**Run 1: zoomed window**

Bar = 10 um. Window x 28 to 68, y 9 to 49 um. Cells in grey, sequential cells in the stronger grey; small squares are vias.
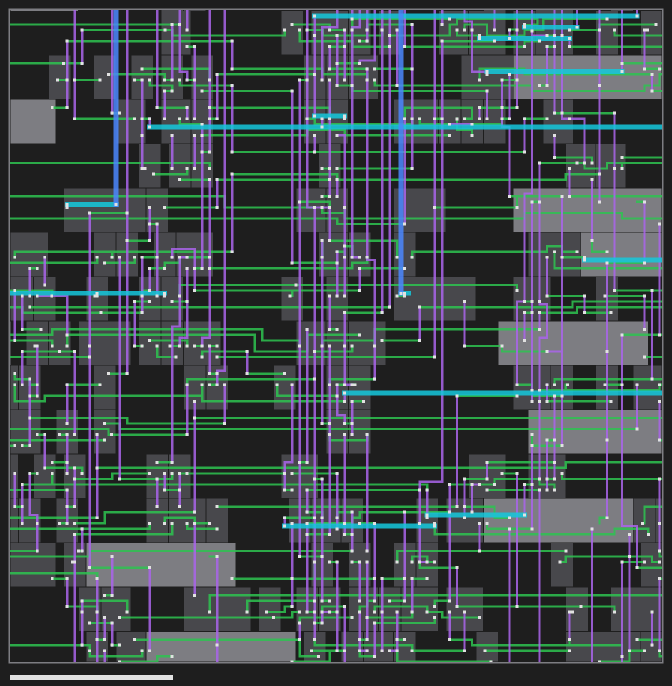
**Run 1: track usage over the die**

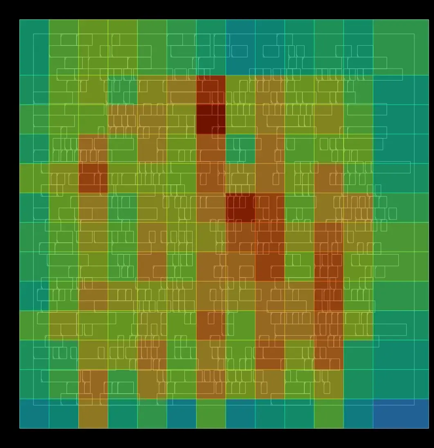
**Run 1: M1 wires**

Bar = 20 um. Supply wires on this layer in grey. Cells faint in the background.
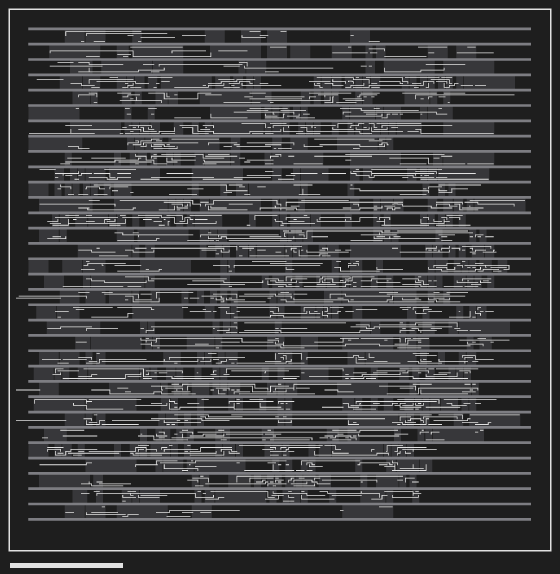
**Run 1: signal wires on met2**

Bar = 20 um. Cells faint in the background.
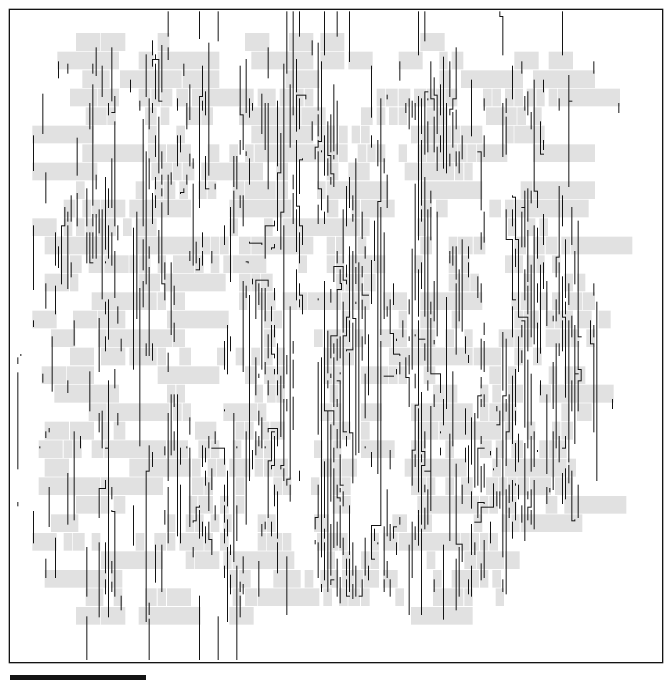
`src/rtl/clk_div_pkg.sv`:
```
// Shared types and default sizing for the carrier/clock divider sequencer.
package clk_div_pkg;

    localparam int unsigned DEF_CNT_W    = 8;
    localparam int unsigned DEF_CYC_W    = 16;
    localparam int unsigned DEF_RST_HALF = 63;

    typedef enum logic [1:0] {
        IDLE  = 2'd0,
        RUN   = 2'd1,
        DRAIN = 2'd2
    } state_e;

    // Divider configuration at the default field widths.
    typedef struct packed {
        logic [DEF_CNT_W-1:0] half;
        logic [DEF_CYC_W-1:0] cycles;
    } cfg_t;

endpackage

```
`src/rtl/clk_div_core.sv`:
```
// Half-period counter and toggle flop; registered clock and edge strobes.
module clk_div_core
    import clk_div_pkg::*;
#(
    parameter int unsigned CNT_W = DEF_CNT_W
) (
    input  logic             clk,
    input  logic             rst,
    input  logic             en,
    input  logic             clr,
    input  logic [CNT_W-1:0] half,
    output logic             clk_out,
    output logic             rise,
    output logic             fall,
    output logic             fall_next
);

    logic [CNT_W-1:0] count_q, count_d;
    logic             clk_q, clk_d;
    logic             rise_q, rise_d;
    logic             fall_q, fall_d;
    logic             wrap;

    assign wrap = (count_q == half);

    always_comb begin
        count_d = count_q;
        clk_d   = clk_q;
        rise_d  = 1'b0;
        fall_d  = 1'b0;
        if (clr) begin
            count_d = '0;
            clk_d   = 1'b0;
        end else if (en) begin
            if (wrap) begin
                count_d = '0;
                clk_d   = ~clk_q;
                rise_d  = ~clk_q;
                fall_d  = clk_q;
            end else begin
                count_d = count_q + CNT_W'(1);
            end
        end
    end

    always_ff @(posedge clk or posedge rst) begin
        if (rst) begin
            count_q <= '0;
            clk_q   <= 1'b0;
            rise_q  <= 1'b0;
            fall_q  <= 1'b0;
        end else begin
            count_q <= count_d;
            clk_q   <= clk_d;
            rise_q  <= rise_d;
            fall_q  <= fall_d;
        end
    end

    assign clk_out   = clk_q;
    assign rise      = rise_q;
    assign fall      = fall_q;
    // The next enabled edge will take clk_out high->low.
    assign fall_next = wrap & clk_q;

endmodule

```
`src/rtl/clk_div_sched.sv`:
```
// Divider sequencer: config shadow, IDLE/RUN/DRAIN FSM and burst period counting.
// Optional CLK_DIV_SCHED_PERIOD_CNT_EN exposes the live completed-period count.
module clk_div_sched
    import clk_div_pkg::*;
#(
    parameter int unsigned     CNT_W    = DEF_CNT_W,
    parameter int unsigned     CYC_W    = DEF_CYC_W,
    parameter logic [CNT_W-1:0] RST_HALF = CNT_W'(DEF_RST_HALF)
) (
    input  logic             clk_in,
    input  logic             rst_in,
    input  logic             cfg_valid,
    output logic             cfg_ready,
    input  logic [CNT_W-1:0] cfg_half,
    input  logic [CYC_W-1:0] cfg_cycles,
    input  logic             start,
    input  logic             stop,
    output logic             busy,
    output logic             done,
    output logic             clk_out,
    output logic             edge_rise,
    output logic             edge_fall
`ifdef CLK_DIV_SCHED_PERIOD_CNT_EN
    ,
    output logic [CYC_W-1:0] periods_done
`endif
);

    typedef struct packed {
        logic [CNT_W-1:0] half;
        logic [CYC_W-1:0] cycles;
    } shadow_t;

    state_e           state_q, state_d;
    shadow_t          shadow_q, shadow_d;
    logic [CYC_W-1:0] pcnt_q, pcnt_d;
    logic             busy_q, busy_d;
    logic             done_q, done_d;

    logic             core_en;
    logic             core_clr;
    logic             core_clk;
    logic             core_fall_next;
    logic [CYC_W-1:0] pcnt_sat;
    logic             last_period;

    clk_div_core #(
        .CNT_W (CNT_W)
    ) u_core (
        .clk       (clk_in),
        .rst       (rst_in),
        .en        (core_en),
        .clr       (core_clr),
        .half      (shadow_q.half),
        .clk_out   (core_clk),
        .rise      (edge_rise),
        .fall      (edge_fall),
        .fall_next (core_fall_next)
    );

    assign pcnt_sat    = (pcnt_q == '1) ? pcnt_q : pcnt_q + CYC_W'(1);
    assign last_period = (shadow_q.cycles != '0) && (pcnt_sat == shadow_q.cycles);

    always_comb begin
        state_d  = state_q;
        shadow_d = shadow_q;
        pcnt_d   = pcnt_q;
        done_d   = 1'b0;
        core_en  = 1'b0;
        core_clr = 1'b0;

        if (cfg_valid && state_q == IDLE) begin
            shadow_d.half   = cfg_half;
            shadow_d.cycles = cfg_cycles;
        end

        case (state_q)
            IDLE: begin
                if (start) begin
                    state_d  = RUN;
                    core_clr = 1'b1;
                    pcnt_d   = '0;
                end
            end
            RUN: begin
                // A stop during the low phase may cut it short; the high phase never.
                if (stop && !core_clk) begin
                    state_d  = IDLE;
                    core_clr = 1'b1;
                    done_d   = 1'b1;
                end else begin
                    core_en = 1'b1;
                    if (core_fall_next) begin
                        pcnt_d = pcnt_sat;
                        if (last_period || stop) begin
                            state_d = IDLE;
                            done_d  = 1'b1;
                        end
                    end else if (stop) begin
                        state_d = DRAIN;
                    end
                end
            end
            DRAIN: begin
                core_en = 1'b1;
                if (core_fall_next) begin
                    pcnt_d  = pcnt_sat;
                    state_d = IDLE;
                    done_d  = 1'b1;
                end
            end
            default: begin
                state_d = IDLE;
            end
        endcase

        busy_d = (state_d != IDLE);
    end

    always_ff @(posedge clk_in or posedge rst_in) begin
        if (rst_in) begin
            state_q         <= IDLE;
            shadow_q.half   <= RST_HALF;
            shadow_q.cycles <= '0;
            pcnt_q          <= '0;
            busy_q          <= 1'b0;
            done_q          <= 1'b0;
        end else begin
            state_q  <= state_d;
            shadow_q <= shadow_d;
            pcnt_q   <= pcnt_d;
            busy_q   <= busy_d;
            done_q   <= done_d;
        end
    end

    assign cfg_ready = (state_q == IDLE);
    assign busy      = busy_q;
    assign done      = done_q;
    assign clk_out   = core_clk;

`ifdef CLK_DIV_SCHED_PERIOD_CNT_EN
    assign periods_done = pcnt_q;
`else
`endif

endmodule

```
`config.mk`:
```
export PLATFORM = sky130hd
export DESIGN_NAME = clk_div_sched
export DESIGN_NICKNAME = d
export VERILOG_FILES = /design/src/rtl/clk_div_pkg.sv /design/src/rtl/clk_div_core.sv /design/src/rtl/clk_div_sched.sv
export SDC_FILE = /design/constraint.sdc
export NUM_CORES = 1
export LEC_CHECK = 0
export ABC_AREA = 1
export CAP_MARGIN = 40
export CORE_MARGIN = 3
export CORE_UTILIZATION = 43
export DETAILED_ROUTE_END_ITERATION = 10
export SYNTH_ARGS = -nofsm -noshare
export SYNTH_HDL_FRONTEND = slang
export SYNTH_SLANG_ARGS = --single-unit
export TNS_END_PERCENT = 1
```
`constraint.sdc`:
```
create_clock -name clk_in -period 5.9 [get_ports clk_in]
set_input_delay 1.475 -clock clk_in [delete_from_list [all_inputs] [get_ports clk_in]]
set_output_delay 1.475 -clock clk_in [all_outputs]
set_load 0.02 [all_outputs]
```
==> reports/results.ini, run 1 <==
[timing]
finalCriticalPeriod_ps=3305
rsz0062_at_grt=no
finalSetupViolations=0
hold_violations=0
fmax_mhz=302.6
fin_tns_setup_ps=0
slew_headroom_pct=39.90
finalCritPeriodShare_pct=56.02
fin_skew_ps=13.78
finalMaxSlewViolations=0
setup_slack_ps=2595
whs_ps=496.5
tightest_slew_ps=898.5

[layout]
layout.nets=568
design.seq.count=55
regArea_mm2=0.001384
seq-cell-share_pct=34.44
largest_reg_flops=24
buffers=37
largest_register=shadow_q
sh_comb_area_pct=43.88
drive_above_1_share_pct=8.240
clk_share_pct=2.367
fillers=787
area_growth_syn_to_layout_pct=15.80
mi_logic_area_mm2=0.001763
final_layout_top_logic_cells=nand2_1, nor2_1, inv_1
reg_top3=shadow_q: 24 flops, pcnt_q: 16 flops, u_core.count_q: 8 flops
n_all_inverters=74
lay_top_count=nand2_1
dominant_cells=multi-input combinational cells
clockBufferCount=5
final-nonclk-buf-share_pct=9.218
final_util_pct=51.72
comb_cells=360

[die]
dieArea_mm2=0.009182
rows=32
ioPinCount=35
design.core.area_mm2=0.007767
dieHeight_um=95.83
fp.dieW_um=95.83

[global_route]
grtUsageMet2_pct=30.52
grt_start_max_net_pins=56
gr-max-usage-layer=met1
grt_pass1_vias=2947
grt_pass1_wl_um=14550
antenna_found_initial=0

[synthesis]
ys_sh_aoi_pct=9.773
edf_count=0
largest_area_cell=dfrtp_1
async_reset_ff_share_pct=100.0
yosysTopAreaCellShare_pct=35.34
area_leaders=dfrtp_1, nand2_1, nor2_1, inv_1, nand3_1
ys_top_logic_family=simple AND/OR/NAND/NOR gates
syn_inst=498
simple_gate_share_pct=34.91
synth_cell_type_count=33
netlist_top_cells_count=nand2_1, nor2_1, inv_1
synth_nets=533
ys.flop_type=dfrtp_1
synth-xor-area-share_pct=2.019
synth.avg_cell_area_um2=6.967
ys_cells=498
ys_seq_share_pct=39.88
yosys-mux-area-fraction_pct=1.947
ys_warn_count=0
synth_area_mm2=0.003470
adder_share_pct=2.164
ys_area_mm2=0.003470
synth-seq-cells=55

[power_and_ir_drop]
power.leakage_uw=0.001946
p_int_uw=879.3
p_total_uw=1610
vdd_drop_max_mv=0.1574
switching_share_pct=45.40
pwr-share-comb_pct=47.7
clkPwrFrac_pct=14.2
p_switching_uw=731.0
powerSeq_uw=614
clk-power_uw=229
p_seq_share_pct=38.1
powerComb_uw=768
power_leader=combinational logic

[placement]
numPlacedInstances=628
portBuffers=34
post-dp-hpwl_um=6923
dp_worst_setup_slack_ps=2276
place_area_mm2=0.003923
gp_congestion=0.8935

[clocking]
post_cts_resized=0
path_clk_slew_ps=120
clockBufferDepth=2
insertion_delay_ps=320
cts_root_buf=clkbuf_8
cts_made_buffers=5
post_cts_buffers=0
hold_buffers=0
cts_tree=built

[drt]
drc_errors=0
detail-route-antenna-nets=0
dr_total_vias=3199
wl_met2_um=3850
wl_met3_um=390
wl_per_cell_um=13.84
wl_met1_um=4479
via_per_inst=5.030
drt_first_pass_iters=5
routed_wl_um=8805
drtIter0Drc=203

[worst_setup_path]
slowest_delay_ps=760
critPathMaxFanout=26
critPathLaunch=stop
rrSetupSlack_ps=3030
rr_worst_depth=10
crit_family=AND-OR/OR-AND gates
r2r_end=pcnt_q[2]$_DFFE_PP0P_
cp-start-kind=input port
r2r_start=shadow_q[19]$_DFFE_PP1P_
crit_buf_inv=3
worst-path-stages=8
path_cells=clkdlybuf4s50_1 > inv_1 > nor2_1 > inv_1 > nor2_1 > a211oi_4 > nand2_1 > o22ai_1
arrival_ps=3530
slowest_stage=a211oi_4
critPathCaptureType=flop
worstSetupPathType=input port to flop

[flow_run]
tool_warnings=29
cap_violations=0

[worst_hold_path]
min_path_cells=2
whs_endpoint=shadow_q[19]$_DFFE_PP1P_
hold_class=flop to flop

[run_status]
status=completed

About 'zoomed window':
colour	layer
cyan	metal 3
blue	metal 4
green	metal 1
purple	metal 2
netlist names of flops here include	`pcnt_q` (6), `shadow_q` (2)
most frequent	nand2_1 (46), inv_1 (19), nor2_1 (19)
cells with their middle in the window	140
sequential cells in the window	8

About 'track usage over the die':
M1 GR Usage: 31.18%
GRT Resource Usage Total: 20.32%
met3 Usage GRT: 2.424%

About 'M1 wires':
nets with wire on the layer	528
main direction	horizontal
wire length on this layer	4480 um
share of all routed wire	51%
longest straight run	35.4 um

About 'signal wires on met2':
nets with wire on the layer	447
longest straight run	39.9 um
main direction	vertical
share of all routed wire	44%
wire length on this layer	3850 um

**Run 1: sizing map**

Bar = 20 um.
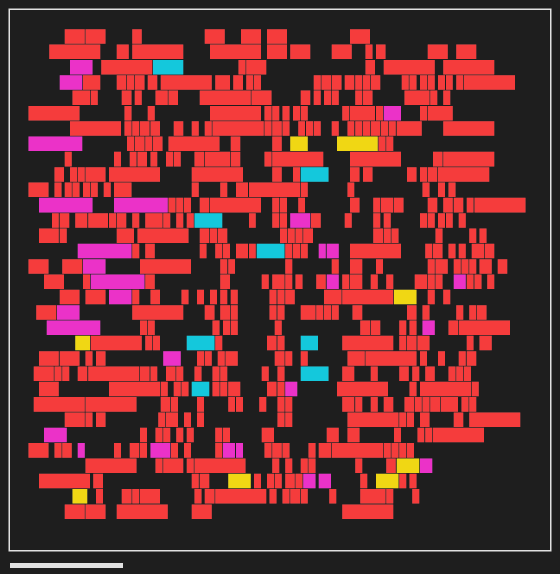

--- run 2 (diff from run 1) ---
Settings changed: PLACE_DENSITY set to 0.65.
Clock period 5.9 ns to 3 ns, I/O delays scaled along.
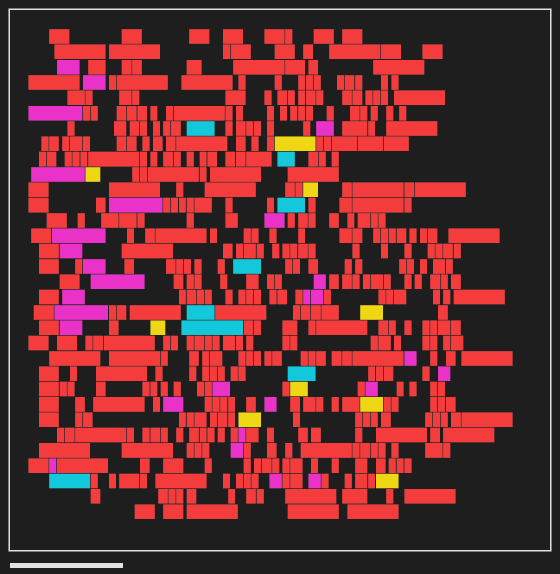
**Above:** run 2 (sizing map).
Bar = 20 um.
colour	size	cells
red	_0 and _1 cells	490
magenta	_2 cells	28
yellow	_3 and _4 cells	9
cyan	_6 and larger	8

==> run 2 against run 1 <==
Net effect:
- clock power grew 130%
- clock skew is 7.7 ps lower
- combinational power up 98%
- largest power group unchanged
- register-to-register slack got worse by 2600 ps
- highest routed layer unchanged
- cell count is 0.16% higher
- critical path depth rose by 10
- cell area grew 0.84%
- flip-flop count unchanged
- global-route usage shrank 0.37 points
==> reports/results.ini, run 2 <==
[run_status]
status=completed

[timing]
slew_headroom_pct=48.46  ; +8.6 points
tightest_slew_ps=771.3  ; -127.3 ps
fmax_mhz=389.7
rsz0062_at_grt=no
setup_slack_ps=434.1  ; -2161 ps
fin_skew_ps=6.082  ; -7.696 ps
finalMaxSlewViolations=0  ; unchanged
finalCriticalPeriod_ps=2566
whs_ps=487.3  ; -9.142 ps
finalSetupViolations=0  ; unchanged

[synthesis]
ys_top_logic_family=simple AND/OR/NAND/NOR gates
ys_seq_share_pct=39.88  ; unchanged
synth_area_mm2=0.003470  ; unchanged
ys_area_mm2=0.003470  ; unchanged
ys_cells=498  ; unchanged
ys_warn_count=0  ; unchanged
synth-xor-area-share_pct=2.019  ; unchanged
synth-seq-cells=55  ; unchanged
netlist_top_cells_count=nand2_1, nor2_1, inv_1
async_reset_ff_share_pct=100.0  ; unchanged
ys_sh_aoi_pct=9.773  ; unchanged
ys.flop_type=dfrtp_1
yosysTopAreaCellShare_pct=35.34  ; unchanged
edf_count=0  ; unchanged
synth.avg_cell_area_um2=6.967  ; unchanged
area_leaders=dfrtp_1, nand2_1, nor2_1, inv_1, nand3_1
adder_share_pct=2.164  ; unchanged

[layout]
sh_comb_area_pct=43.51  ; -0.37 points
mi_logic_area_mm2=0.001763  ; unchanged
buffers=38  ; +2.7%
final_util_pct=52.16  ; +0.43 points
drive_above_1_share_pct=8.411  ; +0.17 points
reg_top3=shadow_q: 24 flops, pcnt_q: 16 flops, u_core.count_q: 8 flops
clockBufferCount=5  ; unchanged
final-nonclk-buf-share_pct=9.450  ; +0.23 points
dominant_cells=multi-input combinational cells
fillers=792  ; +0.64%
lay_top_count=nand2_1
clk_share_pct=2.872  ; +0.51 points

[clocking]
cts_made_buffers=5  ; unchanged
post_cts_buffers=0  ; unchanged
post_cts_resized=0  ; unchanged
cts_root_buf=clkbuf_8
path_clk_slew_ps=110  ; about the same
cts_tree=built
hold_buffers=0  ; unchanged

[worst_setup_path]
r2r_start=pcnt_q[0]$_DFFE_PP0P_
slowest_stage=dfrtp_1
critPathLaunch=pcnt_q[0]$_DFFE_PP0P_
rrSetupSlack_ps=430  ; -2600 ps
critPathCaptureType=flop
cp-start-kind=flop
worstSetupPathType=flop to flop
path_cells=ha_1 > nand2_2 > nor2_4 > nand2_4 > inv_2 > nand2_2 > nand2_2 > nand2_2 > nand2_1 > nand2_1 > nor2_1 > nand3_1 > nor2_1 > nand2_1 > nand3_1 > nand2_1 > nand2_1 > nand2_1
crit_buf_inv=1  ; -2
rr_worst_depth=18  ; +8
arrival_ps=2780  ; -750 ps

[die]
design.core.area_mm2=0.007767  ; unchanged
fp.dieW_um=95.83  ; unchanged
dieArea_mm2=0.009182  ; unchanged
dieHeight_um=95.83  ; unchanged

[global_route]
gr-usage-met3_pct=2.424  ; unchanged
antenna_found_initial=0  ; unchanged
grt_pass1_vias=2987  ; +1.4%
grt_start_max_net_pins=38  ; -32%
gr-max-usage-layer=met2
grt_pass1_wl_um=14390  ; -1.1%

[power_and_ir_drop]
pwr-share-comb_pct=46.9  ; -0.8 points
p_int_uw=1821  ; +110%
power_leader=combinational logic
p_switching_uw=1426  ; +95%
clk-power_uw=518  ; +130%

[drt]
wl_per_cell_um=13.11  ; -5.3%
routed_wl_um=8349  ; -5.2%
detail-route-antenna-nets=0  ; unchanged
drc_errors=0  ; unchanged
wl_met3_um=396  ; +1.5%
via_per_inst=5.005  ; -0.50%

[placement]
dp_worst_setup_slack_ps=174.4  ; -2102 ps
portBuffers=34  ; unchanged
gp_congestion=0.9254  ; +3.6%
post-dp-hpwl_um=6593  ; -4.8%

[worst_hold_path]
hold_class=flop to flop

Power figures rest on the tool's default switching activity, not on a simulated workload.
